Run 1, signal wires on met1:
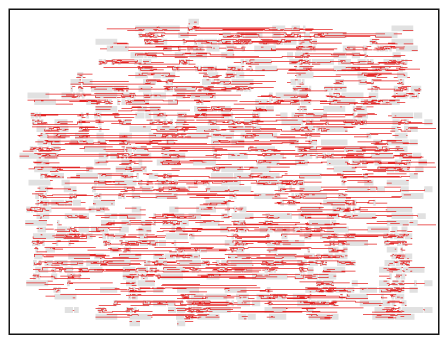
Run 1, metal 2:
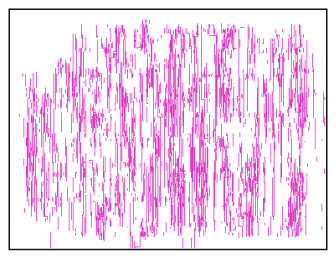
Run 1, metal 3:
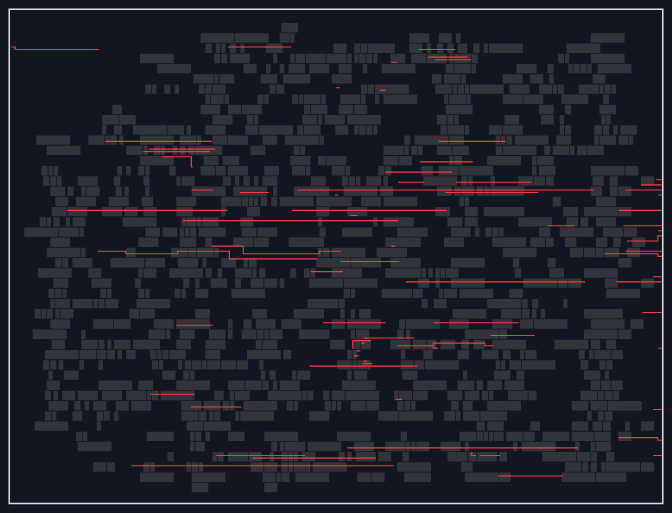
Design rank_filter, sky130hd; sources not shown.
==> results_slide.txt, run 1 <==
Run Summary

Yosys
  – Syn Nets: between 900 and 1,000
  – Top cells, area: dfrtp_1 27%, mux2_4 14%, ha_1 9.3%, o21ai_0 7.8%, mux2i_1 6.6%
  – YS warnings: 6
  – Area fraction of the dominant cell type after synthesis: 26.7%
  – Top FF cell, synth: dfrtp_1
  – Synth mux share: ~31%
  – Main logic family: multiplexers
  – Synth top cells by count: 135 x o21ai_0, 134 x nand2_1, 92 x dfrtp_1, 80 x mux2_4, 71 x inv_1
  – YS chip area: 8630 um^2
  – Post-synth seq share: 26.7%

Placed design
  – Setup Slack @ Placement: 997 ps

Setup path
  – Crit path DAT: 3250 ps
  – R2R setup slack: 990 ps
  – CP max FO: 9
  – Worst Path Required: ~4200 ps
  – CP Capture Type: flop
  – Crit path kind: reg2reg

GRT
  – Antenna violations before repair: 0
  – Vias in the first global route: between 6,000 and 7,000
  – Largest net degree at the start of global routing: 74

Final timing
  – Crit share post-route: around 75%
  – Fin. Hold Viols: 0
  – Slew Limit Fails: 0
  – RSZ-0062 raised after global routing: no
  – Fin crit period: 3010 ps
  – Final setup violation count: 0
  – Fin Clk Skew: 11.7 ps

Floorplanning
  – I/O Pins: 26
  – FP Util: 40.8%
  – Core ar.: ~21,000 um^2

Clock tree
  – # resized after CTS: 0
  – CTS tree: done
  – H-tree levels: 3
  – Late-Pin Clk Latency: 370 ps
  – Clk buf depth: 2

Drt
  – Initial DRC count: 389
  – DRT antenna net count: 0

Finish
  – Flop Count: 92
  – MI comb area: 5740 um^2
  – NonClk Buf Share: 4.70%
  – Fill cells: 2,021
  – Nets: 964
  – Seq area share: between 20% and 30%
  – Share of post-route cells with drive strength above 1: between 20 and 25%

Status
  – Status: finished clean
## Picture notes: 'signal wires on met1'
- nets with wire on the layer: 888
- share of all routed wire: 48%
total number of vias: 6,586
routed wire length: 24,500 um
met1 GRT Util: 31.6%

## Picture notes: 'metal 2'
- wire length on this layer: 11,200 um
- share of all routed wire: 46%
- main direction: vertical
- longest straight run: 60.2 um
met2 GRT Util: 34.6%

## Picture notes: 'metal 3'
- longest straight run: 78.7 um
- nets with wire on the layer: 54
- share of all routed wire: 4.7%
- wire length on this layer: 1,140 um
- main direction: horizontal
met3 usage: 3.18%

==> run 1: per-layer routing <==
metal / GRT usage (%) / up-vias / part of all wire, %
met5: - / - / 0
met4: 5.04 / 0 / 1.4
met3: 3.18 / 20 / 4.7
met2: 34.6 / 119 / 46
met1: 31.6 / 3234 / 48
li1: - / 3213 / -
==> run 1: stage by stage <==
step | area, um^2 | instances
CTS | 9410 | 1177
finish | 9430 | 1178
global placement | 9100 | 1161
detailed placement | 9100 | 1161
global route | 9430 | 1178
floorplan | 8630 | 877
==> run 1: layout by cell type, fill, tap and decap left out, drive strengths merged, types with 2 or more instances in the layout <==
cell type / Yosys / routed
clkbuf: 14 / 9
a222oi: 6 / 6
a2bb2oi: 14 / 14
ha: 64 / 64
a22o: 2 / 2
dfrtp: 92 / 92
nand4: 9 / 9
clkdlybuf4s50: 0 / 25
a21oi: 18 / 18
nand2b: 8 / 8
o22ai: 16 / 16
a2111o: 8 / 8
a221o: 2 / 2
mux2i: 57 / 57
mux2: 129 / 129
nor3: 3 / 3
nand3b: 3 / 3
nor2b: 2 / 2
a211oi: 16 / 16
buf: 33 / 19
o21ai: 136 / 136
nand3: 2 / 2
nor3b: 2 / 2
mux4: 16 / 16
nand2: 134 / 134
inv: 72 / 77
or2: 2 / 2
o2bb2ai: 2 / 2
nor2: 9 / 9
==> run 1: worst max-delay path, stage by stage, from the launching register on <==
cell and delay, ps:
dfrtp_1 610, inv_1 90, ha_1 210, a2111o_1 390, a211oi_4 530, buf_4 300
mux2_2 350, mux2i_1 150, nand2_1 60, o21ai_0 90, o21ai_0 100
==> run 2: changes to the inputs <==
clock period = 2.75 ns   (was 4 ns; I/O delays follow)
Run 2, track usage over the die:
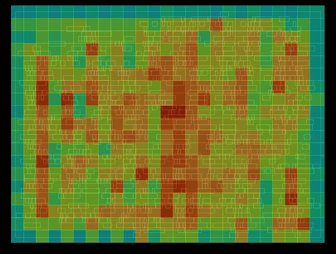
met2 GRT Util: 34.2%
met3 usage: 3.21%
layer with the highest usage: met1
DR WL/cell: 20.7 um

Run 2, the metal 4 layer:
Bar = 50 um.
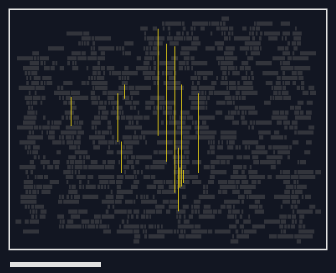
- nets with wire on the layer: 10
- main direction: vertical
- longest straight run: 80.2 um
- wire length on this layer: 422 um
total number of vias: 6,951
routed wire length: 25,700 um

==> run 2 against run 1 <==
Compared with the run above:
- flip-flop count unchanged
- die area unchanged
- synthesized area unchanged
- via count up 5.5%
- final cell count up 5.5%
- non-clock buffer count up 64
==> results_slide.txt, run 2 <==
Run Summary

Status
  – Status: finished clean (unchanged)

Setup path
  – Crit path kind: reg2reg (unchanged)
  – Crit path max-delay cell type: dfrtp_1 (unchanged)
  – R2R setup slack: 150 ps (was 990 ps)
  – Worst Path Required: 2960 ps (was 4240 ps)
  – CP max FO: 12 (was 9)

GRT
  – Largest net degree at the start of global routing: 70 (was 74)

Finish
  – Nets: 1,028 (was 964)
  – Share of post-route cells with drive strength above 1: 27.3% (was 21.7%)
  – Dominant logic cell types in the final layout: 135 x o21ai_0, 134 x nand2_1, 88 x dfrtp_1 (was 135 x o21ai_0, 134 x nand2_1, 91 x dfrtp_1)

Yosys
  – Area fraction of the dominant cell type after synthesis: 26.7% (unchanged)
  – YS chip area: 8630 um^2 (unchanged)
  – Top FF cell, synth: dfrtp_1 (unchanged)
  – Post-synth seq share: 26.7% (unchanged)

Clock tree
  – Late-Pin Clk Latency: 370 ps (about the same)
  – H-tree levels: 3 (unchanged)
  – CTS tree: done (unchanged)

Final timing
  – Fin. Hold Viols: 0 (unchanged)
  – Final setup violation count: 0 (unchanged)
  – RSZ-0062 raised after global routing: no (unchanged)

Drt
  – DRT antenna net count: 0 (unchanged)

Floorplanning
  – Core ar.: 21,200 um^2 (unchanged)
Run 2, signal wires on met1:
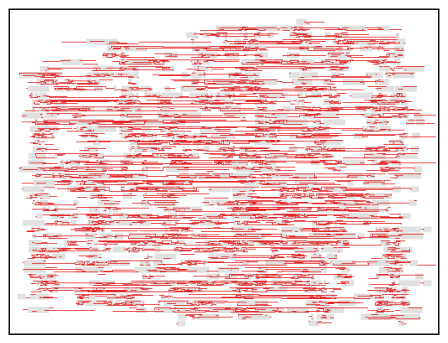
- longest straight run: 64.4 um
- main direction: horizontal
- nets with wire on the layer: 952
- wire length on this layer: 13,200 um
- share of all routed wire: 51%
met1 GRT Util: 35.4%

[run 2: critical path, delay by kind of cell, from the launching register on]
kind | cells | cell delay, ps
mux | 2 | 460
buf+inv | 2 | 270
fa+ha+maj | 1 | 300
simple gates | 1 | 80
flops | 1 | 450
compound gates | 4 | 890
[run 2: layout make-up]
| type | count | share of cell area [%] |
|---|---|---|
| clock buffers | 9 | 2.25 |
| well taps | 288 | 3.61 |
| clock inverters | 7 | 0.701 |
| diodes | 1 | 0.0251 |
| multi-input cells | 666 | 57.4 |
| inverters | 72 | 2.74 |
| repair buffers | 108 | 10.1 |
| flip-flops and latches | 92 | 23.1 |
[run 2: logic make-up after synthesis]
family                   count (synthesis)
AND-OR/OR-AND                          225
adder cells (fa/ha/maj)                 64
buffers and inverters                  119
flip-flops                              92
multiplexers                           202
AND/OR/NAND/NOR                        175
[run 2: repair_timing]
item / 4_1_cts / 5_1_grt
gates resized: 0 / 3
setup buffers: 0 / 0
setup endpoints to repair: 0 / 17
[run 2: through the flow]
stage / setup slack [ps] / utilization, % / std cells / cell area [um^2] / hold slack, ps
2_1_floorplan: 305 / - / 877 / 8640 / 478
3_3_place_gp: 157 / 45.7 / 1226 / 9690 / 515
3_5_place_dp: 123 / 45.7 / 1226 / 9690 / 513
4_1_cts: 98.8 / 47.1 / 1242 / 9980 / 533
5_1_grt: 16.0 / 47.2 / 1243 / 9990 / 569
6_report: 146 / 47.2 / 1243 / 9990 / 513
[run 2: per-layer routing]
layer	global-route usage [%]	vias to the layer above
met4	5.70	0
met5	-	-
li1	-	3339
met2	34.2	162
met1	35.4	3425
met3	3.21	25
